## config.mk

```make
export PLATFORM = sky130hd
export DESIGN_NAME = multi_button_shaper_flat
export DESIGN_NICKNAME = d
export VERILOG_FILES = /design/src/rtl/multi_button_shaper_if.sv /design/src/rtl/multi_button_shaper.sv /design/src/flat_wrapper.sv
export SDC_FILE = /design/constraint.sdc
export NUM_CORES = 1
export LEC_CHECK = 0
export CAP_MARGIN = 20
export CORE_ASPECT_RATIO = 1.75
export CORE_MARGIN = 4
export CORE_UTILIZATION = 39
export CTS_BUF_LIST = sky130_fd_sc_hd__clkbuf_8 sky130_fd_sc_hd__clkbuf_16
export CTS_CLUSTER_SIZE = 10
export DETAILED_ROUTE_END_ITERATION = 10
export HOLD_SLACK_MARGIN = 0.02
export PLACE_DENSITY_LB_ADDON = 0.2
export SLEW_MARGIN = 10
export SYNTH_ARGS = -nofsm -noshare
export SYNTH_HDL_FRONTEND = slang
export SYNTH_SLANG_ARGS = --single-unit
```

## constraint.sdc

```tcl
create_clock -name clk -period 1.55 [get_ports clk]
set_input_delay 0.31 -clock clk [delete_from_list [all_inputs] [get_ports clk]]
set_output_delay 0.31 -clock clk [all_outputs]
set_load 0.01 [all_outputs]
```

## src/rtl/multi_button_shaper_if.sv

```systemverilog
// ---------------------------------------------------------------------------
// multi_button_shaper_if
//   Bundles the button inputs and the shaped outputs of multi_button_shaper.
//   N_BTN         : number of button channels.
//   btn_in        : raw asynchronous buttons, active-low (0 = pressed).
//   press_pulse   : one-cycle accepted-press strobe per channel.
//   release_pulse : one-cycle accepted-release strobe per channel.
//   btn_level     : debounced level per channel (1 = pressed).
//   any_press     : OR of all press_pulse bits, same cycle.
//   master : drives btn_in, observes the shaped outputs (stimulus side).
//   slave  : the shaper itself.
// ---------------------------------------------------------------------------
interface multi_button_shaper_if #(
  parameter int N_BTN = 4
);
  logic [N_BTN-1:0] btn_in;
  logic [N_BTN-1:0] press_pulse;
  logic [N_BTN-1:0] release_pulse;
  logic [N_BTN-1:0] btn_level;
  logic             any_press;

  modport master (
    output btn_in,
    input  press_pulse, release_pulse, btn_level, any_press
  );

  modport slave (
    input  btn_in,
    output press_pulse, release_pulse, btn_level, any_press
  );
endinterface

```

## src/rtl/multi_button_shaper.sv

```systemverilog
// ---------------------------------------------------------------------------
// multi_button_shaper
//   Per-channel button synchronizer + debouncer producing one-cycle press and
//   release strobes and a debounced level. Channels are fully independent.
//
//   Optional feature macro: BTN_REPEAT_EN
//     defined   : while a button stays accepted-pressed, extra press pulses
//                 are emitted after REPEAT_DELAY cycles and then every
//                 REPEAT_PERIOD cycles (16-bit hold counter per channel).
//     undefined : no hold counter; exactly one press pulse per acceptance.
//
//   Parameters
//     N_BTN         : channel count (1..16)
//     DB_CYCLES     : debounce length in synchronized samples (2..255)
//     REPEAT_DELAY  : hold cycles before the first repeat pulse
//     REPEAT_PERIOD : cycles between later repeat pulses
//
//   Ports
//     clk  : clock, rising edge
//     rst  : synchronous reset, active-low
//     bus  : multi_button_shaper_if.slave (btn_in in; press_pulse,
//            release_pulse, btn_level registered out; any_press combinational)
// ---------------------------------------------------------------------------

// One button channel: two-flop synchronizer, debounce FSM, registered outputs.
//   btn_n_i   : raw button, active-low
//   press_o   : accepted press (or repeat) strobe
//   release_o : accepted release strobe
//   level_o   : 1 while in PRESSED or DEB_RELEASE
module mbs_channel #(
  parameter int DB_CYCLES     = 16
`ifdef BTN_REPEAT_EN
  ,
  parameter int REPEAT_DELAY  = 500,
  parameter int REPEAT_PERIOD = 100
`endif
) (
  input  logic clk,
  input  logic rst,
  input  logic btn_n_i,
  output logic press_o,
  output logic release_o,
  output logic level_o
);
  typedef enum logic [1:0] {
    IDLE        = 2'd0,
    DEB_PRESS   = 2'd1,
    PRESSED     = 2'd2,
    DEB_RELEASE = 2'd3
  } state_t;

  localparam logic [7:0] CNT_LAST = 8'(DB_CYCLES - 1);

  logic       sync1_q, sync2_q;
  state_t     state_q;
  logic [7:0] cnt_q;
  logic       press_q, release_q, level_q;
  logic       pressed;

`ifdef BTN_REPEAT_EN
  localparam logic [15:0] DLY_LAST = 16'(REPEAT_DELAY - 1);
  localparam logic [15:0] PER_LAST = 16'(REPEAT_PERIOD - 1);
  logic [15:0] hold_q;
  logic        rep_q;   // first repeat already issued: pace by PERIOD
`endif

  // Synchronized sample, flipped to active-high "pressed".
  assign pressed = ~sync2_q;

  always_ff @(posedge clk) begin
    if (!rst) begin
      sync1_q   <= 1'b1;
      sync2_q   <= 1'b1;
      state_q   <= IDLE;
      cnt_q     <= 8'd0;
      press_q   <= 1'b0;
      release_q <= 1'b0;
      level_q   <= 1'b0;
`ifdef BTN_REPEAT_EN
      hold_q    <= 16'd0;
      rep_q     <= 1'b0;
`endif
    end else begin
      sync1_q   <= btn_n_i;
      sync2_q   <= sync1_q;
      press_q   <= 1'b0;
      release_q <= 1'b0;
      case (state_q)
        IDLE: begin
          cnt_q   <= 8'd0;
          level_q <= 1'b0;
          if (pressed) state_q <= DEB_PRESS;
`ifdef BTN_REPEAT_EN
          hold_q  <= 16'd0;
          rep_q   <= 1'b0;
`endif
        end
        DEB_PRESS: begin
          level_q <= 1'b0;
          if (!pressed) begin
            state_q <= IDLE;
            cnt_q   <= 8'd0;
          end else if (cnt_q == CNT_LAST) begin
            state_q <= PRESSED;
            cnt_q   <= 8'd0;
            press_q <= 1'b1;
            level_q <= 1'b1;
          end else begin
            cnt_q <= cnt_q + 8'd1;
          end
`ifdef BTN_REPEAT_EN
          hold_q  <= 16'd0;
          rep_q   <= 1'b0;
`endif
        end
        PRESSED: begin
          level_q <= 1'b1;
          if (!pressed) begin
            state_q <= DEB_RELEASE;
            cnt_q   <= 8'd0;
          end
`ifdef BTN_REPEAT_EN
          // Hold time only advances on edges that stay in PRESSED.
          else if (hold_q == (rep_q ? PER_LAST : DLY_LAST)) begin
            press_q <= 1'b1;
            hold_q  <= 16'd0;
            rep_q   <= 1'b1;
          end else begin
            hold_q <= hold_q + 16'd1;
          end
`endif
        end
        DEB_RELEASE: begin
          // Hold counter is left untouched here so a bounce resumes it.
          level_q <= 1'b1;
          if (pressed) begin
            state_q <= PRESSED;
            cnt_q   <= 8'd0;
          end else if (cnt_q == CNT_LAST) begin
            state_q   <= IDLE;
            cnt_q     <= 8'd0;
            release_q <= 1'b1;
            level_q   <= 1'b0;
          end else begin
            cnt_q <= cnt_q + 8'd1;
          end
        end
        default: begin
          state_q <= IDLE;
          cnt_q   <= 8'd0;
          level_q <= 1'b0;
`ifdef BTN_REPEAT_EN
          hold_q  <= 16'd0;
          rep_q   <= 1'b0;
`endif
        end
      endcase
    end
  end

  assign press_o   = press_q;
  assign release_o = release_q;
  assign level_o   = level_q;
endmodule

module multi_button_shaper #(
  parameter int N_BTN         = 4,
  parameter int DB_CYCLES     = 16,
  parameter int REPEAT_DELAY  = 500,
  parameter int REPEAT_PERIOD = 100
) (
  input  logic                  clk,
  input  logic                  rst,
  multi_button_shaper_if.slave  bus
);
  logic [N_BTN-1:0] press_w, release_w, level_w;

  // Out-of-range settings show up as this named scope in the elaborated
  // hierarchy; the repeat parameters are range-checked even when unused.
  if (N_BTN < 1 || N_BTN > 16 || DB_CYCLES < 2 || DB_CYCLES > 255 ||
      REPEAT_DELAY < 1 || REPEAT_DELAY > 65535 ||
      REPEAT_PERIOD < 1 || REPEAT_PERIOD > 65535) begin : g_bad_params
  end

  for (genvar i = 0; i < N_BTN; i++) begin : g_ch
    mbs_channel #(
      .DB_CYCLES     (DB_CYCLES)
`ifdef BTN_REPEAT_EN
      ,
      .REPEAT_DELAY  (REPEAT_DELAY),
      .REPEAT_PERIOD (REPEAT_PERIOD)
`endif
    ) u_ch (
      .clk       (clk),
      .rst       (rst),
      .btn_n_i   (bus.btn_in[i]),
      .press_o   (press_w[i]),
      .release_o (release_w[i]),
      .level_o   (level_w[i])
    );
  end

  assign bus.press_pulse   = press_w;
  assign bus.release_pulse = release_w;
  assign bus.btn_level     = level_w;
  assign bus.any_press     = |press_w;
endmodule

```

## src/flat_wrapper.sv

```systemverilog
// flat-port wrapper written by rule: the top's interface ports become plain ports
module multi_button_shaper_flat 
#(
  parameter int N_BTN         = 4,
  parameter int DB_CYCLES     = 16,
  parameter int REPEAT_DELAY  = 500,
  parameter int REPEAT_PERIOD = 100
)
  (clk, rst, bus_btn_in, bus_press_pulse, bus_release_pulse, bus_btn_level, bus_any_press);
  multi_button_shaper_if #(.N_BTN(N_BTN)) bus_i ();
  input  logic clk;
  input  logic rst;
  input wire logic [$bits(bus_i.btn_in)-1:0] bus_btn_in;
  output wire logic [$bits(bus_i.press_pulse)-1:0] bus_press_pulse;
  output wire logic [$bits(bus_i.release_pulse)-1:0] bus_release_pulse;
  output wire logic [$bits(bus_i.btn_level)-1:0] bus_btn_level;
  output wire logic [$bits(bus_i.any_press)-1:0] bus_any_press;
  assign bus_i.btn_in = bus_btn_in;
  assign bus_press_pulse = bus_i.press_pulse;
  assign bus_release_pulse = bus_i.release_pulse;
  assign bus_btn_level = bus_i.btn_level;
  assign bus_any_press = bus_i.any_press;
  multi_button_shaper #(.N_BTN(N_BTN), .DB_CYCLES(DB_CYCLES), .REPEAT_DELAY(REPEAT_DELAY), .REPEAT_PERIOD(REPEAT_PERIOD)) u_core (.clk(clk), .rst(rst), .bus(bus_i));
endmodule
```

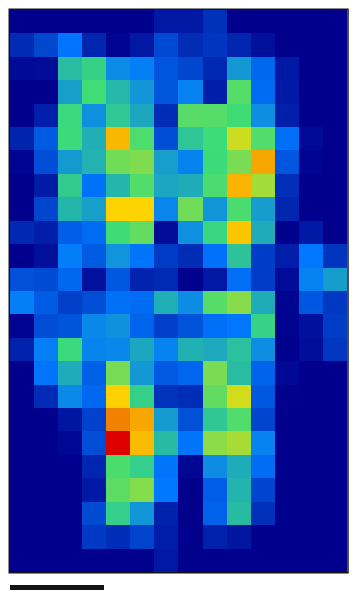
Fig. 1. Wire density map (run 1).
Scale bar: 20 um. The die is cut into 14 by 24 equal tiles; dark blue is low, red is high, scaled to the fullest tile. Values are wire area over tile area, all layers added.
fullest tile: 0.51
mean over tiles: 0.11
nearly empty tiles: 31%

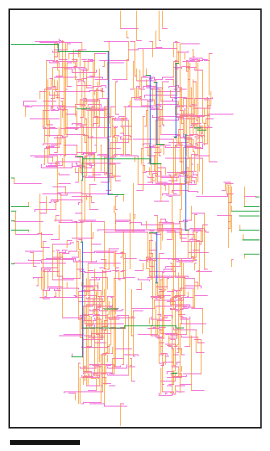
Fig. 2. Signal wires by layer (run 1).
Scale bar: 20 um.
| layer | color | wire length |
|---|---|---|
| metal 2 | orange | 3030 um |
| metal 1 | magenta | 2260 um |
| metal 3 | green | 166 um |
| metal 4 | blue | 179 um |

==> flow_metrics.py, run 1 <==
# Physical implementation metrics
metrics = {
    "logic_synthesis": {
        "ys_area_um2": 2740,
        "fp_nets": 320,
        "logic_family": "simple AND/OR/NAND/NOR gates",
        "synth.avg_cell_area_um2": 8.85,
        "xor_share_pct": 4.47,
        "synth.mux.area_fraction_pct": 0,
    },
    "timing": {
        "setup_viol": 6,
        "setup_slack_ns": -0.105,
        "whs_ns": 0.401,
        "setup-tns-final_ns": -0.378,
        "rsz0062_at_grt": "yes",
    },
    "clock_network": {
        "cts.sinks": 60,
        "cts_made_buffers": 9,
        "clkTransAtPathRegs_ns": 0.05,
        "htree_levels": 3,
    },
    "global_route": {
        "gr-usage-all-layers_pct": 14.3,
        "grt_max_degree": 17,
        "grt_pass1_wl_um": 9720,
    },
    "floorplanning": {
        "die_h_um": 119,
        "n_tap_cell": 84,
        "rows": 40,
        "chipWidth_um": 71.4,
        "dieArea_um2": 8490,
    },
    "pwr": {
        "p_comb_share_pct": 2.3,
        "p_clk_share_pct": 51.8,
        "p_seq_share_pct": 45.9,
        "p_int_mw": 2.74,
        "powerComb_uw": 78.2,
    },
    "placed_design": {
        "port_buffers": 18,
        "dpl.cell_count": 429,
        "place_area_um2": 3200,
    },
    "setup_path": {
        "cp-start-kind": "flip-flop",
        "critical_path.max_stage_delay_ns": 0.54,
    },
    "status": {
        "violations": "negative setup slack",
        "status": "complete, but fails checks",
    },
    "finish": {
        "layout.cells.non_filler": 444,
        "buf_share_pct": 14.3,
        "clkbuf_count": 11,
        "syn_to_final_growth_pct": 29.5,
        "comb_share_pct": 40.7,
    },
    "run": {
        "warning_count": 29,
    },
}
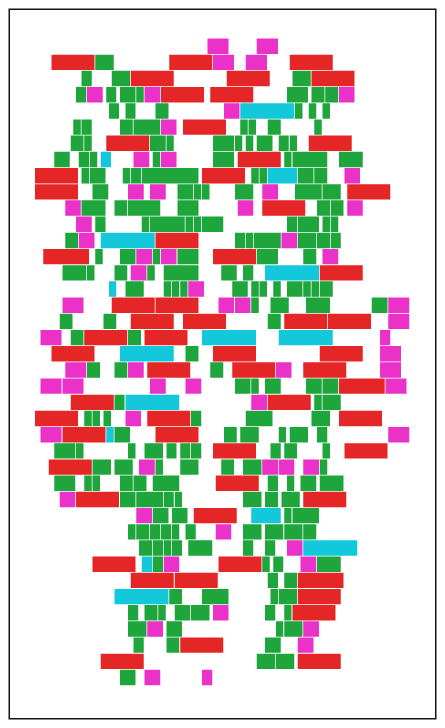
Fig. 3. Placed cells, one color a class (run 1).
| class | color | cells |
|---|---|---|
| flops | red | 60 |
| clock drivers and dummy loads | cyan | 15 |
| combinational and other logic | green | 222 |
| other buffers and delay cells | magenta | 63 |

run 1: path summary, 6_finish.rpt:
| path | to | depth (start not counted) |
|---|---|---|
| min | u_core.g_ch[3].u_ch.sync2_q | 1 |
| max reg2reg | u_core.g_ch[0].u_ch.level_o | 4 |
| min reg2reg | u_core.g_ch[3].u_ch.sync2_q | 1 |
| max | u_core.g_ch[0].u_ch.level_o | 4 |
run 1: layer usage:
metal | up-vias | track usage, % | routed length (um)
li1 | 1196 | - | -
met1 | 1077 | 14.5 | 2260
met2 | 39 | 24.8 | 3030
met3 | 15 | 3.72 | 165
met4 | 0 | 9.76 | 178
met5 | - | 0 | 0
run 1: what timing repair did:
item	4_1_cts	5_1_grt
buffers inserted	0	0
hold endpoints to repair	0	0
setup endpoints to repair	12	26
cloned	0	0
resized	7	20
pin swaps	1	13
Fig. 4: run 1, routing congestion
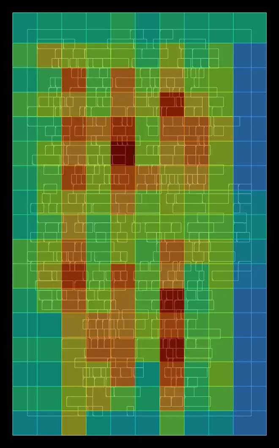

--- run 2 (diff from run 1) ---
--- a/config.mk
+++ b/config.mk
@@ -13,6 +13,7 @@
 export CTS_CLUSTER_SIZE = 10
 export DETAILED_ROUTE_END_ITERATION = 10
 export HOLD_SLACK_MARGIN = 0.02
+export MAX_ROUTING_LAYER = met4
 export PLACE_DENSITY_LB_ADDON = 0.2
 export SLEW_MARGIN = 10
 export SYNTH_ARGS = -nofsm -noshare
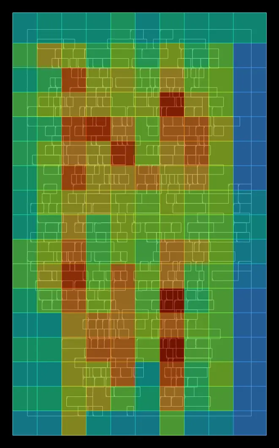
Fig. 5. Routing congestion (run 2).
met1 Use GR: 14.8%
final core occ: 51.8%
global routing usage on met2: 24.7%

==> run 2 against run 1 <==
The run still ends with negative setup slack left. Total power about the same. Critical path depth stayed put. Highest routed layer unchanged. Non-clock buffer count is the same. Cell count is the same. Largest cell class unchanged. Critical path type unchanged.
==> flow_metrics.py, run 2 <==
# Physical implementation metrics
metrics = {
    "status": {
        "status": "complete, but fails checks",
        "violations": "negative setup slack",
    },
    "finish": {
        "comb_share_pct": 40.6,
        "diodes": 0,
        "comb_area_um2": 1440,
        "buf_share_pct": 14.4,
        "syn_to_final_growth_pct": 29.5,
        "clkbuf_count": 11,
        "layout.cells.non_filler": 444,
    },
    "min_path": {
        "hold_depth": 1,
        "holdPathEnd": "u_core.g_ch[3].u_ch.sync2_q",
    },
    "clock_network": {
        "cts_made_buffers": 9,
        "cts_tree": "built",
        "clkTransAtPathRegs_ns": 0.05,
        "postCtsSetupBuffers": 0,
        "htree_levels": 3,
    },
    "global_route": {
        "grt_pass1_wl_um": 9750,
        "gr-usage-all-layers_pct": 14.8,
        "busiest_layer": "met2",
        "use_met3_pct": 3.72,
    },
    "setup_path": {
        "rr_endpoint": "u_core.g_ch[0].u_ch.level_o",
        "critical_path.max_stage_delay_ns": 0.54,
        "r2r_cells": 4,
        "endpoint": "u_core.g_ch[0].u_ch.level_o",
        "cp-start-kind": "flip-flop",
        "crit_cells": 4,
        "timing.rr.start": "u_core.g_ch[0].u_ch.cnt_q[4]",
    },
    "pwr": {
        "powerComb_uw": 78.1,
        "p_int_mw": 2.74,
        "p_comb_share_pct": 2.3,
        "p_seq_share_pct": 45.9,
        "p_clk_share_pct": 51.8,
    },
    "floorplanning": {
        "n_tap_cell": 84,
        "die_h_um": 119,
        "rows": 40,
        "dieArea_um2": 8490,
        "chipWidth_um": 71.4,
    },
    "timing": {
        "setup_slack_ns": -0.101,
        "max_freq_mhz": 606,
        "setup_viol": 6,
        "setup-tns-final_ns": -0.372,
    },
    "placed_design": {
        "port_buffers": 18,
        "place_area_um2": 3200,
        "dpl.cell_count": 429,
    },
    "logic_synthesis": {
        "synth.avg_cell_area_um2": 8.85,
        "fp_nets": 320,
    },
    "run": {
        "warning_count": 29,
    },
    "drt": {
        "wl_per_cell_um": 12.7,
        "num_vias": 2340,
    },
}
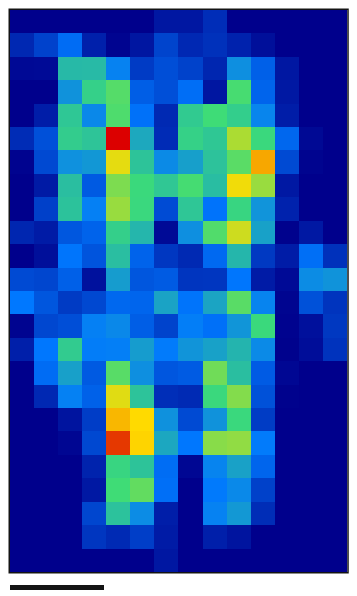
Fig. 6. Wire density map (run 2).
Scale bar: 20 um. The die is cut into 14 by 24 equal tiles; dark blue is low, red is high, scaled to the fullest tile. Values are wire area over tile area, all layers added.
tiles over half the peak: 8.6%
emptiest ninth of the die: lower right
mean over tiles: 0.11
fullest tile: 0.55

==> run 2: cells by family (layout without fill, tap and decap cells) <==
| group | count (synthesis) | count (layout) | share of synthesized area [%] |
|---|---|---|---|
| and+or+nand+nor | 135 | 135 | 25.4 |
| AOI/OAI and AO/OA | 64 | 64 | 17.7 |
| DFF | 60 | 60 | 43.8 |
| buffers and inverters | 33 | 83 | 6.79 |
| xor gates and xnor gates | 14 | 14 | 4.47 |
| adders and majority gates | 4 | 4 | 1.82 |
==> run 2: metal layers <==
metal,up-vias,part of all wire [%]
met2,48,53
met1,1077,40
met3,18,3.4
met5,-,0
met4,0,3.2
li1,1197,-
==> run 2: timing repair <==
item	CTS	global route
gates resized	7	21
pin swaps	1	13
setup endpoints to repair	12	27
hold endpoints to repair	0	0
Fig. 7: run 2, placed cells, one color a class
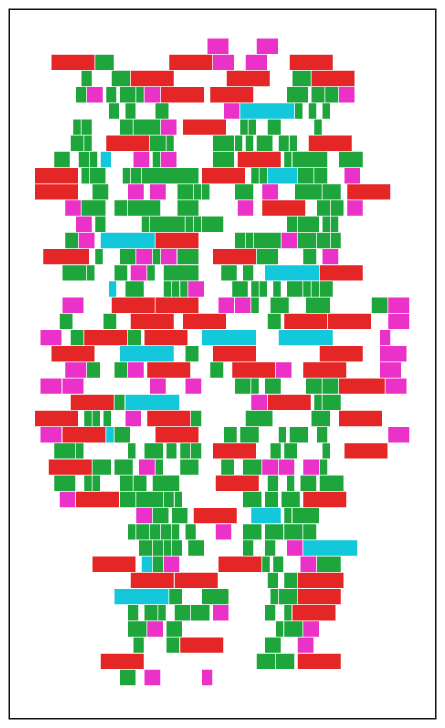

--- run 3 (diff from run 2) ---
--- a/config.mk
+++ b/config.mk
@@ -10,8 +10,10 @@
 export CORE_MARGIN = 4
 export CORE_UTILIZATION = 39
 export CTS_BUF_LIST = sky130_fd_sc_hd__clkbuf_8 sky130_fd_sc_hd__clkbuf_16
+export CTS_CLUSTER_DIAMETER = 100
 export CTS_CLUSTER_SIZE = 10
 export DETAILED_ROUTE_END_ITERATION = 10
+export GPL_TIMING_DRIVEN = 0
 export HOLD_SLACK_MARGIN = 0.02
 export MAX_ROUTING_LAYER = met4
 export PLACE_DENSITY_LB_ADDON = 0.2
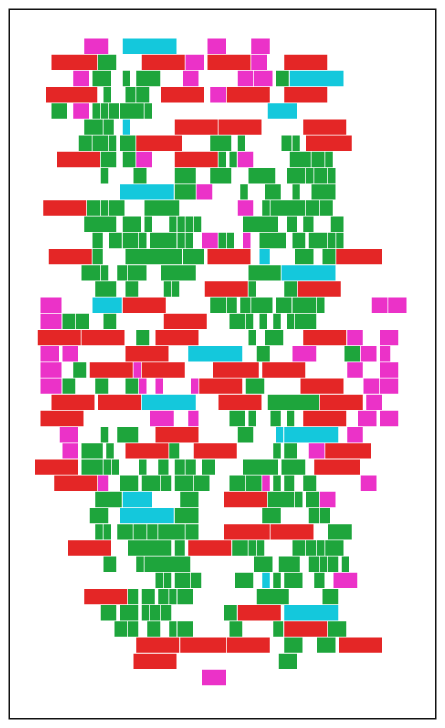
Fig. 8. Placed cells, one color a class (run 3).
| class | color | cells |
|---|---|---|
| combinational and other logic | green | 222 |
| flops | red | 60 |
| clock drivers and dummy loads | cyan | 16 |
| other buffers and delay cells | magenta | 53 |

==> run 3 against run 2 <==
The run still ends with negative setup slack left. Fmax fell by 2.5%. Wire length rose by 3.6%. Synthesized area did not move. Setup slack got worse by 0.043 ns. Worst hold slack improved by 0.00087 ns. Global-route usage rose by 0.39 points.
==> flow_metrics.py, run 3 <==
# Physical implementation metrics
metrics = {
    "floorplanning": {
        "chipWidth_um": 71.4,
        "n_tap_cell": 84,
        "die_h_um": 119,
        "rows": 40,
    },
    "finish": {
        "clkbuf_count": 12,
        "layout.cells.non_filler": 435,
        "fin_util_pct": 51.9,
        "comb_area_um2": 1530,
        "buf_share_pct": 11.6,
    },
    "setup_path": {
        "cp-start-kind": "flip-flop",
        "crit_cells": 4,
        "endpoint": "u_core.g_ch[0].u_ch.level_o",
        "critical_path.max_stage_delay_ns": 0.54,
        "rr_endpoint": "u_core.g_ch[0].u_ch.level_o",
    },
    "global_route": {
        "gr-usage-all-layers_pct": 15.2,
        "busiest_layer": "met2",
        "met2_usage_pct": 24.7,
    },
    "timing": {
        "setup-tns-final_ns": -0.611,
        "setup_viol": 12,
        "setup_slack_ns": -0.144,
    },
    "logic_synthesis": {
        "ys_sh_simple_pct": 25.4,
        "adder_share_pct": 1.82,
        "synth.mux.area_fraction_pct": 0,
        "compound_area_share_pct": 17.7,
    },
    "drt": {
        "topRoutingLayerUsed": "met4",
        "num_vias": 2370,
        "wl_per_cell_um": 13.5,
    },
    "pwr": {
        "p_seq_share_pct": 44.9,
    },
    "clock_network": {
        "htree_levels": 3,
    },
    "status": {
        "violations": "negative setup slack",
        "status": "complete, but fails checks",
    },
    "placed_design": {
        "port_buffers": 17,
    },
    "min_path": {
        "holdPathEnd": "u_core.g_ch[2].u_ch.sync2_q",
        "hold_depth": 1,
    },
}
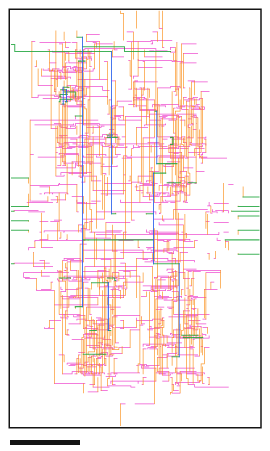
Fig. 9. Signal wires by layer (run 3).
Scale bar: 20 um.
| layer | color | wire length |
|---|---|---|
| metal 2 | orange | 3010 um |
| metal 4 | blue | 212 um |
| metal 1 | magenta | 2410 um |
| metal 3 | green | 233 um |

-- run 3: repair_timing --
item	4_1_cts	5_1_grt
hold buffers	0	0
pin swaps	9	11
buffers inserted	6	8
gates resized	36	30
endpoints found under the setup margin	43	36
-- run 3: power groups by stage --
| stage | logic, mW | registers, mW | clock network [mW] |
|---|---|---|---|
| finish | 0.0808 | 1.57 | 1.84 |
| global route | 0.0882 | 1.57 | 1.97 |
| CTS | 0.0829 | 1.57 | 1.89 |
| detailed placement | 0.0807 | 1.59 | 0 |
| global placement | 0.0801 | 1.59 | 0 |
| floorplan | 0.0532 | 1.59 | 0 |
-- run 3: cells by family after synthesis --
logic type / Yosys count
AOI/OAI and AO/OA: 64
and+or+nand+nor: 135
DFF: 60
xor gates and xnor gates: 14
adders and majority gates: 4
buffers and inverters: 33
Power figures rest on the tool's default switching activity, not on a simulated workload.
